`config.mk`:
```
export PLATFORM = sky130hd
export DESIGN_NAME = pdm_fir_decim_flat
export DESIGN_NICKNAME = d
export VERILOG_FILES = /design/src/rtl/pdm_fir_pkg.sv /design/src/rtl/pdm_fir_decim_if.sv /design/src/rtl/pdm_fir_coef_rom.sv /design/src/rtl/pdm_fir_decim.sv /design/src/flat_wrapper.sv
export SDC_FILE = /design/constraint.sdc
export NUM_CORES = 1
export LEC_CHECK = 0
export CORE_AREA = 3 3 152 80
export DETAILED_ROUTE_END_ITERATION = 6
export DIE_AREA = 0 0 155 83
export PLACE_DENSITY = 0.71
export SYNTH_ARGS = -nofsm -noshare
export SYNTH_HDL_FRONTEND = slang
export SYNTH_SLANG_ARGS = --single-unit
```
`constraint.sdc`:
```
create_clock -name clk -period 9.5 [get_ports clk]
set_input_delay 1.425 -clock clk [delete_from_list [all_inputs] [get_ports clk]]
set_output_delay 1.425 -clock clk [all_outputs]
set_load 0.01 [all_outputs]
```
`src/rtl/pdm_fir_pkg.sv`:
```
// Shared constants, types, coefficient table and FSM states for the decimating PDM FIR.
// The coefficients form a symmetric triangular low-pass whose taps sum to exactly 32768 (unity DC gain in Q1.15).
package pdm_fir_pkg;

   localparam int NTAPS     = 51;
   localparam int COEF_W    = 16;
   localparam int ACC_W     = 24;
   localparam int OUT_W     = 16;
   localparam int DECIM_DEF = 32;
   localparam int KW        = $clog2(NTAPS);
   localparam int COEF_SUM  = 32768;

   typedef logic signed [COEF_W-1:0] coef_t;
   typedef logic signed [ACC_W-1:0]  acc_t;

   // 48 * (26 - |k - 25|), with the 320-unit remainder folded into the centre tap.
   localparam coef_t COEF [NTAPS] = '{
      16'sd48,   16'sd96,   16'sd144,  16'sd192,  16'sd240,  16'sd288,  16'sd336,
      16'sd384,  16'sd432,  16'sd480,  16'sd528,  16'sd576,  16'sd624,  16'sd672,
      16'sd720,  16'sd768,  16'sd816,  16'sd864,  16'sd912,  16'sd960,  16'sd1008,
      16'sd1056, 16'sd1104, 16'sd1152, 16'sd1200,
      16'sd1568,
      16'sd1200, 16'sd1152, 16'sd1104, 16'sd1056, 16'sd1008, 16'sd960,  16'sd912,
      16'sd864,  16'sd816,  16'sd768,  16'sd720,  16'sd672,  16'sd624,  16'sd576,
      16'sd528,  16'sd480,  16'sd432,  16'sd384,  16'sd336,  16'sd288,  16'sd240,
      16'sd192,  16'sd144,  16'sd96,   16'sd48
   };

   typedef enum logic [1:0] {
      IDLE  = 2'd0,
      ACCUM = 2'd1,
      OUT   = 2'd2
   } state_t;

endpackage

```
`src/rtl/pdm_fir_decim_if.sv`:
```
// Bundle between the PDM shift register / PCM consumer (master) and the FIR decimator (slave).
// No backpressure: ready_in is a strobe and sample_valid a single-cycle pulse.
interface pdm_fir_decim_if;
   import pdm_fir_pkg::*;

   logic                    ready_in;
   logic [NTAPS-1:0]        shiftreg_in;
   logic signed [OUT_W-1:0] sample_out;
   logic                    sample_valid;
   logic                    busy;
   logic                    overrun;

   modport master (
      output ready_in, shiftreg_in,
      input  sample_out, sample_valid, busy, overrun
   );

   modport slave (
      input  ready_in, shiftreg_in,
      output sample_out, sample_valid, busy, overrun
   );
endinterface

```
`src/rtl/pdm_fir_coef_rom.sv`:
```
// Combinational coefficient lookup: tap index k -> signed Q1.15 coefficient; zero latency, no handshake.
// Indices past the last tap return zero so the accumulator is never fed garbage.
module pdm_fir_coef_rom
   import pdm_fir_pkg::*;
(
   input  logic [KW-1:0] k,
   output coef_t         coef
);
   assign coef = (k < KW'(NTAPS)) ? COEF[k] : '0;
endmodule

```
`src/rtl/pdm_fir_decim.sv`:
```
// Decimating FIR over the PDM window: one PCM sample per DECIM ready_in strobes, NTAPS+1 clocks after the trigger.
// No backpressure: a trigger while busy is dropped and sets sticky overrun. PDM_FIR_SATURATE_EN clamps instead of wrapping.
module pdm_fir_decim
   import pdm_fir_pkg::*;
#(
   parameter int DECIM = DECIM_DEF
) (
   input  logic           clk,
   input  logic           reset,
   pdm_fir_decim_if.slave bus
);
   localparam int            DW        = (DECIM > 1) ? $clog2(DECIM) : 1;
   localparam logic [DW-1:0] DCNT_LAST = DW'(DECIM - 1);
   localparam logic [KW-1:0] K_LAST    = KW'(NTAPS - 1);

   state_t                  state;
   state_t                  state_n;
   logic [DW-1:0]           dcnt;
   logic [KW-1:0]           k;
   logic [NTAPS-1:0]        win;
   acc_t                    acc;
   coef_t                   coef;
   acc_t                    coef_ext;
   logic signed [OUT_W-1:0] conv;
   logic                    trig;

   assign trig     = bus.ready_in && (dcnt == DCNT_LAST);
   assign bus.busy = (state != IDLE);
   assign coef_ext = {{(ACC_W-COEF_W){coef[COEF_W-1]}}, coef};

   pdm_fir_coef_rom u_rom (
      .k    (k),
      .coef (coef)
   );

`ifdef PDM_FIR_SATURATE_EN
   localparam acc_t                    SAT_MAX = acc_t'((2 ** (OUT_W - 1)) - 1);
   localparam acc_t                    SAT_MIN = acc_t'(-(2 ** (OUT_W - 1)));
   localparam logic signed [OUT_W-1:0] OUT_MAX = {1'b0, {(OUT_W-1){1'b1}}};
   localparam logic signed [OUT_W-1:0] OUT_MIN = {1'b1, {(OUT_W-1){1'b0}}};

   always_comb begin
      conv = acc[OUT_W-1:0];
      if (acc > SAT_MAX) begin
         conv = OUT_MAX;
      end else if (acc < SAT_MIN) begin
         conv = OUT_MIN;
      end
   end
`else
   always_comb begin
      conv = acc[OUT_W-1:0];
   end
`endif

   always_ff @(posedge clk or posedge reset) begin
      if (reset) begin
         state <= IDLE;
      end else begin
         state <= state_n;
      end
   end

   always_comb begin
      state_n = state;
      case (state)
         IDLE:    if (trig) state_n = ACCUM;
         ACCUM:   if (k == K_LAST) state_n = OUT;
         OUT:     state_n = IDLE;
         default: state_n = IDLE;
      endcase
   end

   always_ff @(posedge clk or posedge reset) begin
      if (reset) begin
         dcnt             <= '0;
         k                <= '0;
         win              <= '0;
         acc              <= '0;
         bus.sample_out   <= '0;
         bus.sample_valid <= 1'b0;
         bus.overrun      <= 1'b0;
      end else begin
         // The decimation phase keeps counting while busy so the output rate stays locked to the PDM clock.
         if (bus.ready_in) begin
            dcnt <= (dcnt == DCNT_LAST) ? '0 : dcnt + DW'(1);
         end
         if (trig && (state != IDLE)) begin
            bus.overrun <= 1'b1;
         end
         bus.sample_valid <= 1'b0;
         case (state)
            IDLE: begin
               if (trig) begin
                  win <= bus.shiftreg_in;
                  acc <= '0;
                  k   <= '0;
               end
            end
            ACCUM: begin
               acc <= acc + (win[k] ? coef_ext : -coef_ext);
               k   <= k + KW'(1);
            end
            OUT: begin
               bus.sample_out   <= conv;
               bus.sample_valid <= 1'b1;
            end
            default: ;
         endcase
      end
   end
endmodule
```
`src/flat_wrapper.sv`:
```
// flat-port wrapper written by rule: the top's interface ports become plain ports
module pdm_fir_decim_flat import pdm_fir_pkg::*;
#(
   parameter int DECIM = DECIM_DEF
)
  (clk, reset, bus_ready_in, bus_shiftreg_in, bus_sample_out, bus_sample_valid, bus_busy, bus_overrun);
  pdm_fir_decim_if bus_i ();
  input  logic clk;
  input  logic reset;
  input wire logic [$bits(bus_i.ready_in)-1:0] bus_ready_in;
  input wire logic [$bits(bus_i.shiftreg_in)-1:0] bus_shiftreg_in;
  output wire logic [$bits(bus_i.sample_out)-1:0] bus_sample_out;
  output wire logic [$bits(bus_i.sample_valid)-1:0] bus_sample_valid;
  output wire logic [$bits(bus_i.busy)-1:0] bus_busy;
  output wire logic [$bits(bus_i.overrun)-1:0] bus_overrun;
  assign bus_i.ready_in = bus_ready_in;
  assign bus_i.shiftreg_in = bus_shiftreg_in;
  assign bus_sample_out = bus_i.sample_out;
  assign bus_sample_valid = bus_i.sample_valid;
  assign bus_busy = bus_i.busy;
  assign bus_overrun = bus_i.overrun;
  pdm_fir_decim #(.DECIM(DECIM)) u_core (.clk(clk), .reset(reset), .bus(bus_i));
endmodule
```
Fig. 1: run 1, signal wires by layer
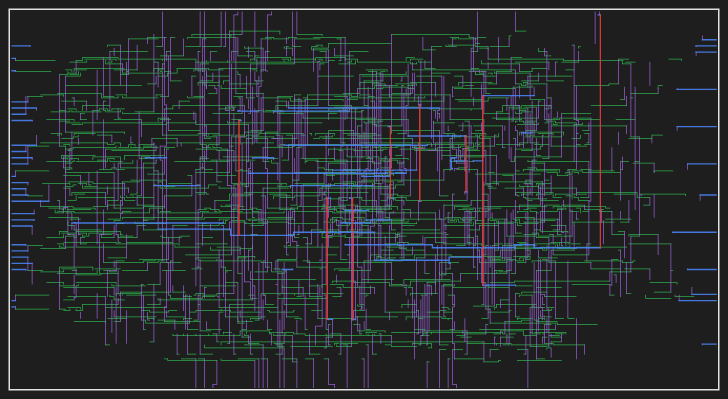
Purple shows M2, wire length 4,800 µm. Blue shows M3, wire length 573 µm. Green shows M1, wire length 5,500 µm. Red shows M4, wire length 220 µm.

Fig. 2: run 1, cell classes on the final placement
Scale bar: 50 µm. Fill, decap, tap and diode cells in grey.
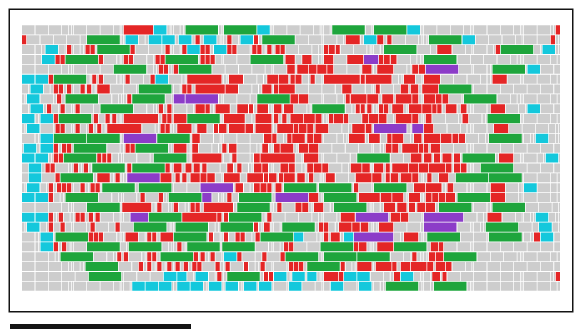
Purple shows clock drivers and dummy loads, cells 16. Cyan shows remaining buffers and delay cells, cells 72. Green shows registers, cells 90. Red shows remaining logic cells, cells 435.

Fig. 3: run 1, signal wires on met1
Supply wires on this layer in grey.
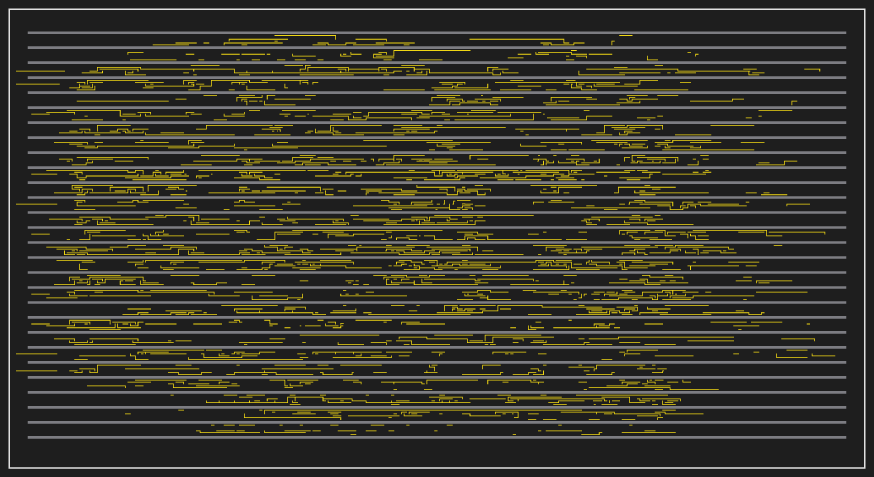
The layer holds 50% of the routed length. The layer carries 5,500 µm of wire. 602 nets have wire on it. The wires run mostly horizontal. The longest straight run is 57.5 µm.
Routed WL: 11,100 µm
DR vias: 3,951

Fig. 4: run 1, cell placement
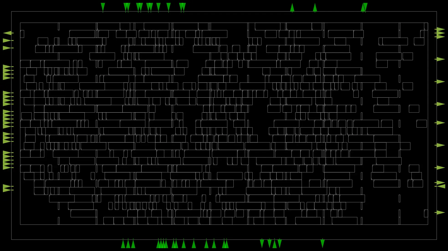
# Taps: 145
non-filler instance count after layout: 758
registers: 90

==> flow_metrics.env, run 1 <==
# yosys + openroad results
export IMPL_status="finished, final reports clean"
export IMPL_post_synth_top_area_fraction_pct=43.4
export IMPL_die_h_um=83
export IMPL_synth_seq_share_pct=43.4
export IMPL_max_slew_margin_pct=37.5
export IMPL_r2r_cells=18
export IMPL_mux_area_share_pct=9.08
export IMPL_rsz0062_at_grt="false"
export IMPL_cpLargestDelayFamily="AND-OR/OR-AND gates"
export IMPL_drtIter0Drc=230
export IMPL_core_area_um2=10900
export IMPL_cts_hold_buf=0
export IMPL_cap_violations=0
export IMPL_edf_count=0
export IMPL_synth_area_yosys_um2=5190
export IMPL_critPathArrivalTime_ns=5.07
export IMPL_clock_latency_late_pin_ns=0.34
export IMPL_regArea_um2=2250
export IMPL_ir_worst_vdd_mv=0.101
export IMPL_syn_area_um2=5190
export IMPL_grt_pass1_vias=3983
export IMPL_grt_pass1_wl_um=19600
export IMPL_ys_ff=90
export IMPL_clk_pin_slew_worst_paths_ns=0.07
export IMPL_path_cells="inv_2, ha_1, nor2b_1, or3_1, a311o_1, o21ai_1, nor3b_1, nor2_1, xnor2_1, ha_1, and3_1, a32o_1, o221ai_1, o21ai_0, a31oi_1, nor3_4, or2_1, o211ai_2"
export IMPL_worstSetupPathType="flip-flop to flip-flop"
export IMPL_yosys_cells=557
export IMPL_min_path_cells=2
export IMPL_syn2layout_area_growth_pct=20.0
export IMPL_finish_utilization_pct=57.1
export IMPL_timing_fmax_ghz=0.208
export IMPL_hold_viol_final=0
export IMPL_post_cts_setup_buffer_count=0
export IMPL_crit_top_cell="ha_1"
export IMPL_overflow=0
export IMPL_nets=685
export IMPL_drc=0
export IMPL_worstPathRequired_ns=9.77
export IMPL_clock_sinks=90
export IMPL_vias_per_cell=5.21
export IMPL_slew_violations=0
export IMPL_yosys_top_cells_area="dfrtp_1 (43%), nand2_1 (12%), ha_1 (5.3%), mux2_2 (3.0%), mux4_1 (2.5%)"
export IMPL_p_per_area_nw_per_um2=140
export IMPL_grt_total_usage_pct=18.5
export IMPL_grt_max_degree=65
export IMPL_cts_root_buf="clkbuf_16"
export IMPL_layout_drive_gt1_share_pct=9.14
export IMPL_cp_end_kind="flip-flop"
export IMPL_hpwlAfterDp_um=7720
export IMPL_layout_min_cycle_time_ns=4.80
export IMPL_p_leak_nw=2.97
export IMPL_syn_inst=557
export IMPL_yosysWarningCount=0
export IMPL_finalCritPeriodShare_pct=50.5
export IMPL_die_w_um=155
export IMPL_cp_depth=18
export IMPL_io_pins=73
export IMPL_synthTopCellsByCount="nand2_1 (172), dfrtp_1 (90), ha_1 (22)"
export IMPL_first_pass_iters=5
export IMPL_ctsHtreeMaxLevel=3
export IMPL_num_antenna_cells=0
export IMPL_io_buffers=68
export IMPL_setup_tns_ns=0
export IMPL_clock_path_buffers=2
export IMPL_synthArstFlopShare_pct=100
export IMPL_fillerInstances=982
export IMPL_antenna_found_initial=0
export IMPL_place_congestion=0.910
export IMPL_openroad_warnings=33
export IMPL_cp_num_buf_inv=1
export IMPL_final_setup_skew_ns=0.00999
export IMPL_max_stage_delay_ns=0.94
export IMPL_comb_area_um2=2680
export IMPL_synth_simple_area_share_pct=22.7
export IMPL_r2r_slack_ns=4.70
export IMPL_most_common_cell="nand2_1"
export IMPL_ys_types=68
export IMPL_synth_top_flop_cell="dfrtp_1"
export IMPL_numCtsBuffers=9
export IMPL_initCoreUtil_pct=47.6
export IMPL_xor_area_share_pct=2.02
export IMPL_ctsResizeCount=0
export IMPL_dieArea_um2=12900
export IMPL_path_max_fanout=25
export IMPL_yosys_area_top_type="dfrtp_1"
export IMPL_syn_avg_cell_area_um2=9.32
export IMPL_worstMarginPinSlew_ns=0.938
export IMPL_rows=27
export IMPL_aoi_share_pct=11.6
export IMPL_worst_path_max_delay_cell="dfrtp_1"
export IMPL_wl_per_cell_um=14.6
export IMPL_tritoncts="done"
export IMPL_start_kind="flip-flop"
export IMPL_top_logic_kind="simple AND/OR/NAND/NOR gates"
export IMPL_ant_nets=0
export IMPL_hold_path_class="flip-flop to flip-flop"
export IMPL_setup_viol=0
export IMPL_yosys_area_share_adder_pct=5.69
## run 1: worst paths after layout
path / from / end
worst max-delay path: u_core.k[1] / u_core.acc[15]
worst min-delay path: u_core.win[27] / u_core.win[27]
worst max register to register: u_core.k[1] / u_core.acc[15]
worst min register to register: u_core.win[27] / u_core.win[27]
max in group asynchronous: reset / u_core.win[0]
min in group asynchronous: reset / u_core.bus.sample_out[12]
## run 1: through the flow
stage,power [W],hold WS [ns],std cells,instance area (µm²),worst slack (ns)
floorplan,0.000445,0.437,560,5200,5.19
global placement,0.000477,0.450,742,5890,4.85
detailed placement,0.000479,0.456,742,5890,4.73
CTS,0.000880,0.473,758,6230,4.71
global route,0.000910,0.497,758,6230,4.21
finish,0.000871,0.469,758,6230,4.70
## run 1: routing by layer
metal | part of all wire [%] | track usage [%] | up-vias
li1 | - | - | 1997
met2 | 43 | 28.4 | 98
met5 | 0 | 0 | -
met1 | 50 | 26.4 | 1838
met4 | 2.0 | 5.85 | 0
met3 | 5.2 | 3.90 | 18
## run 1: logic make-up after synthesis
group / count (synthesis)
compound gates: 84
buf+inv: 53
flops: 90
mux: 31
simple gates: 263
xor+xnor: 12
fa+ha+maj: 23
other cells: 1
## run 1: worst min-delay path: cells and delay by family (launching register included)
kind             cells  cell delay [ns]
AND/OR/NAND/NOR      2             0.11
flip-flops           1             0.33
## run 1: flip-flops by register name, summed over array words and instances, names as in the netlist
signal	cells
u_core.win	51
u_core.acc	12
u_core.bus.sample_out	12
u_core.k	6
u_core.dcnt	5
u_core.state	2
u_core.bus.overrun	1
u_core.bus.sample_valid	1
## run 1: final cells by class
type	instances	area share (%)
clock buffers	10	3.84
clock inverters	6	1.55
inverters	18	1.10
multi-input cells	417	43.0
flip-flops and latches	90	36.2
well taps	145	2.91
repair buffers	72	11.4
## run 1: placed cells by master, fill, tap and decap left out, types with 9 or more instances in the layout
master           netlist  final
a21oi_1               16     16
clkbuf_16              0      9
clkdlybuf4s50_1        0     68
dfrtp_1               90     90
ha_1                  22     22
inv_1                 16     15
mux2_2                14     14
nand2_1              172    172
nand3_1               16     15
nor2_1                21     20
o21ai_0               18     18
## run 1: power breakdown
group	internal, W	total [W]	switching, W	leakage (nW)
sequential	0.000395	0.000404	0.00000857	1.21
clock	0.000241	0.000400	0.000158	0.162
combinational	0.0000399	0.0000675	0.0000276	1.60
--- run 2 (diff from run 1) ---
- clock period: 9.5 -> 4.8 ns (I/O delays scaled with it)
==> run 2 against run 1 <==
Net effect:
- die size is the same
- clock skew shrank 0.0020 ns
- critical endpoint unchanged
- critical path type unchanged
- wire length shrank 3.1%
- via count grew 1.1%
- count of clock-buffer cells in the layout grew 1
- register-to-register slack lost 4.3 ns
- worst hold slack gained 0.0024 ns
- combinational power grew 99%
- utilization grew 0.29 points
==> flow_metrics.env, run 2 <==
# yosys + openroad results
export IMPL_status="finished, final reports clean"
export IMPL_hold_viol_final=0
export IMPL_largest_reg_flops=51
export IMPL_most_common_cell="nand2_1"
export IMPL_post_synth_top_area_fraction_pct=43.4
export IMPL_start_kind="flip-flop"
export IMPL_path_max_fanout=8
export IMPL_worstPathRequired_ns=5.06
export IMPL_edf_count=0
export IMPL_yosys_area_top_type="dfrtp_1"
export IMPL_cap_violations=0
export IMPL_nets=693
export IMPL_grt_total_usage_pct=17.4
export IMPL_max_slew_margin_pct=41.9
export IMPL_setup_slack_ns=0.432
export IMPL_clock_latency_late_pin_ns=0.34
export IMPL_layout_top_cells="nand2_1 (172), dfrtp_1 (88), clkdlybuf4s50_1 (68)"
export IMPL_yosysWarningCount=0
export IMPL_setup_viol=0
export IMPL_busiest_layer="met2"
export IMPL_synth_seq_share_pct=43.4
export IMPL_openroad_warnings=33
export IMPL_largest_register="u_core.win"
export IMPL_overflow=0
export IMPL_drtIter0Drc=233
export IMPL_syn2layout_area_growth_pct=20.6
export IMPL_ant_nets=0
export IMPL_syn_avg_cell_area_um2=9.32
export IMPL_synthTopCellsByCount="nand2_1 (172), dfrtp_1 (90), ha_1 (22)"
export IMPL_worstSetupPathType="flip-flop to flip-flop"
export IMPL_wl_per_cell_um=14.0
export IMPL_synth_area_yosys_um2=5190
export IMPL_dieArea_um2=12900
export IMPL_rsz0062_at_grt="false"
export IMPL_grt_pass1_vias=3893
export IMPL_rows=27
export IMPL_num_antenna_cells=0
export IMPL_cp_end_kind="flip-flop"
export IMPL_io_pins=73
export IMPL_die_w_um=155
export IMPL_synth_top_flop_cell="dfrtp_1"
export IMPL_numCtsBuffers=9
export IMPL_regArea_um2=2250
export IMPL_ctsHtreeMaxLevel=3
export IMPL_cts_root_buf="clkbuf_16"
export IMPL_syn_inst=557
export IMPL_worst_path_max_delay_cell="dfrtp_2"
export IMPL_yosys_cells=557
export IMPL_layout_drive_gt1_share_pct=10.5
export IMPL_grt_pass1_wl_um=18600
export IMPL_clk_pin_slew_worst_paths_ns=0.06
export IMPL_clock_sinks=90
export IMPL_ys_ff=90
export IMPL_dp_cells=750
export IMPL_preCtsSetupSlack_ns=0.359
export IMPL_slew_violations=0
export IMPL_place_congestion=0.945
export IMPL_first_pass_iters=4
export IMPL_hold_path_class="flip-flop to flip-flop"
export IMPL_ys_types=68
export IMPL_hpwlAfterDp_um=7720
export IMPL_gr_usage_met3_pct=4.11
export IMPL_synthArstFlopShare_pct=100
export IMPL_grt_max_degree=65
export IMPL_path_cells="buf_4, ha_1, nor3_1, nand2_1, a221o_1, o21ai_1, nor3b_1, nor2_1, xnor2_1, ha_1, and3_1, a32o_1, o221ai_1, o21ai_0, a31oi_1, nor3_4, or2_1, o211ai_2"
export IMPL_io_buffers=68
export IMPL_antenna_found_initial=0
export IMPL_cp_num_buf_inv=1
export IMPL_max_stage_delay_ns=0.48
export IMPL_clock_path_buffers=2
export IMPL_comb_area_um2=2680
export IMPL_p_per_area_nw_per_um2=262
export IMPL_layout_top_cell="nand2_1"
export IMPL_setup_tns_ns=0
export IMPL_top_regs="u_core.win x51, u_core.acc x12, u_core.bus.sample_out x12"
export IMPL_syn_area_um2=5190
==> run 2: cell counts after synthesis <==
No cell type changed its count.
==> run 2: worst paths after layout <==
check	from	end	slack (ns)	cells past startpoint
max	u_core.k[0]	u_core.acc[15]	0.43	18
min	u_core.win[43]	u_core.win[43]	0.47	2
max reg2reg	u_core.k[0]	u_core.acc[15]	0.43	18
min reg2reg	u_core.win[43]	u_core.win[43]	0.47	2
max in group asynchronous	reset	u_core.k[0]	2.89	3
min in group asynchronous	reset	u_core.bus.sample_out[13]	0.80	2
==> run 2: stage by stage <==
stage	power, W	hold slack (ns)	instance area [µm²]
floorplan	0.000881	0.437	5200
global placement	0.000943	0.449	5950
detailed placement	0.000948	0.458	5950
CTS	0.00166	0.474	6260
global route	0.00171	0.496	6260
finish	0.00164	0.471	6260
==> run 2: what timing repair did <==
| action | 4_1_cts | 5_1_grt |
|---|---|---|
| buffers inserted | 0 | 0 |
| endpoints found under the setup margin | 0 | 1 |
| hold buffers | 0 | 0 |
| gates resized | 0 | 2 |
==> run 2: layout make-up <==
class | instances | share of cell area [%]
multi-input combinational | 417 | 42.8
sequential | 90 | 36.0
timing repair buffer | 80 | 12.3
clock buffer | 11 | 3.88
tap | 145 | 2.90
inverter | 18 | 1.10
clock inverter | 5 | 0.979
==> run 2: worst register-to-register path, stage by stage (launching register included) <==
cell	delay [ns]
dfrtp_2	0.48
buf_4	0.19
ha_1	0.28
nor3_1	0.28
nand2_1	0.10
a221o_1	0.30
o21ai_1	0.34
nor3b_1	0.12
nor2_1	0.13
xnor2_1	0.17
ha_1	0.30
and3_1	0.16
a32o_1	0.22
o221ai_1	0.23
o21ai_0	0.19
a31oi_1	0.34
nor3_4	0.05
or2_1	0.26
o211ai_2	0.16
==> run 2: report_power, final <==
group          total (W)  internal [W]  switching [W]
registers       0.000799      0.000782      0.0000171
clock network   0.000706      0.000419       0.000287
logic           0.000134     0.0000791      0.0000550
total            0.00164       0.00128       0.000359
==> run 2: logic make-up (layout without fill, tap and decap cells) <==
kind of cell	Yosys count	count (layout)	share of synthesized area (%)
and+or+nand+nor	263	263	22.7
DFF	90	90	43.4
AOI/OAI and AO/OA	84	84	11.6
buffers and inverters	53	114	5.45
muxes	31	31	9.08
adders and majority gates	23	23	5.69
xor gates and xnor gates	12	12	2.02
other	1	4	0.0722
==> run 2: per-layer routing <==
metal / wire, µm / up-vias / share of wire (%)
met3: 469 / 12 / 4.4
met2: 4610 / 87 / 43
li1: - / 2024 / -
met1: 5510 / 1870 / 51
met4: 160 / 0 / 1.5
met5: 0 / - / 0
Fig. 5: run 2, signal wires on met1
Supply wires on this layer in grey.
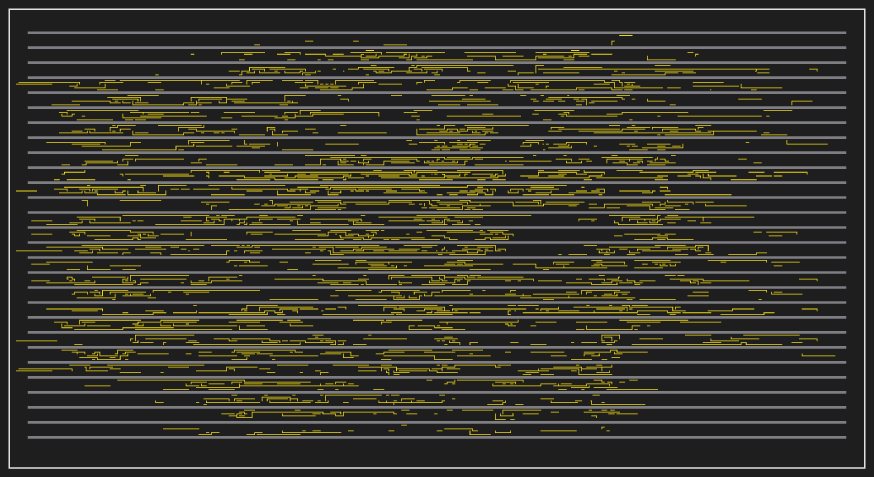
The layer holds 51% of the routed length. 618 nets have wire on it. The wires run mostly horizontal. The longest straight run is 41.9 µm. The layer carries 5,510 µm of wire.
DR vias: 3,993
Routed WL: 10,700 µm
met1 Track Usage GR: 25.4%

Fig. 6: run 2, cell placement
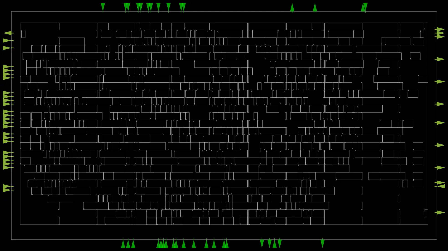
Filler cells: 956
final core occ: 57.4%

Power is estimated from default activity; no workload was simulated.
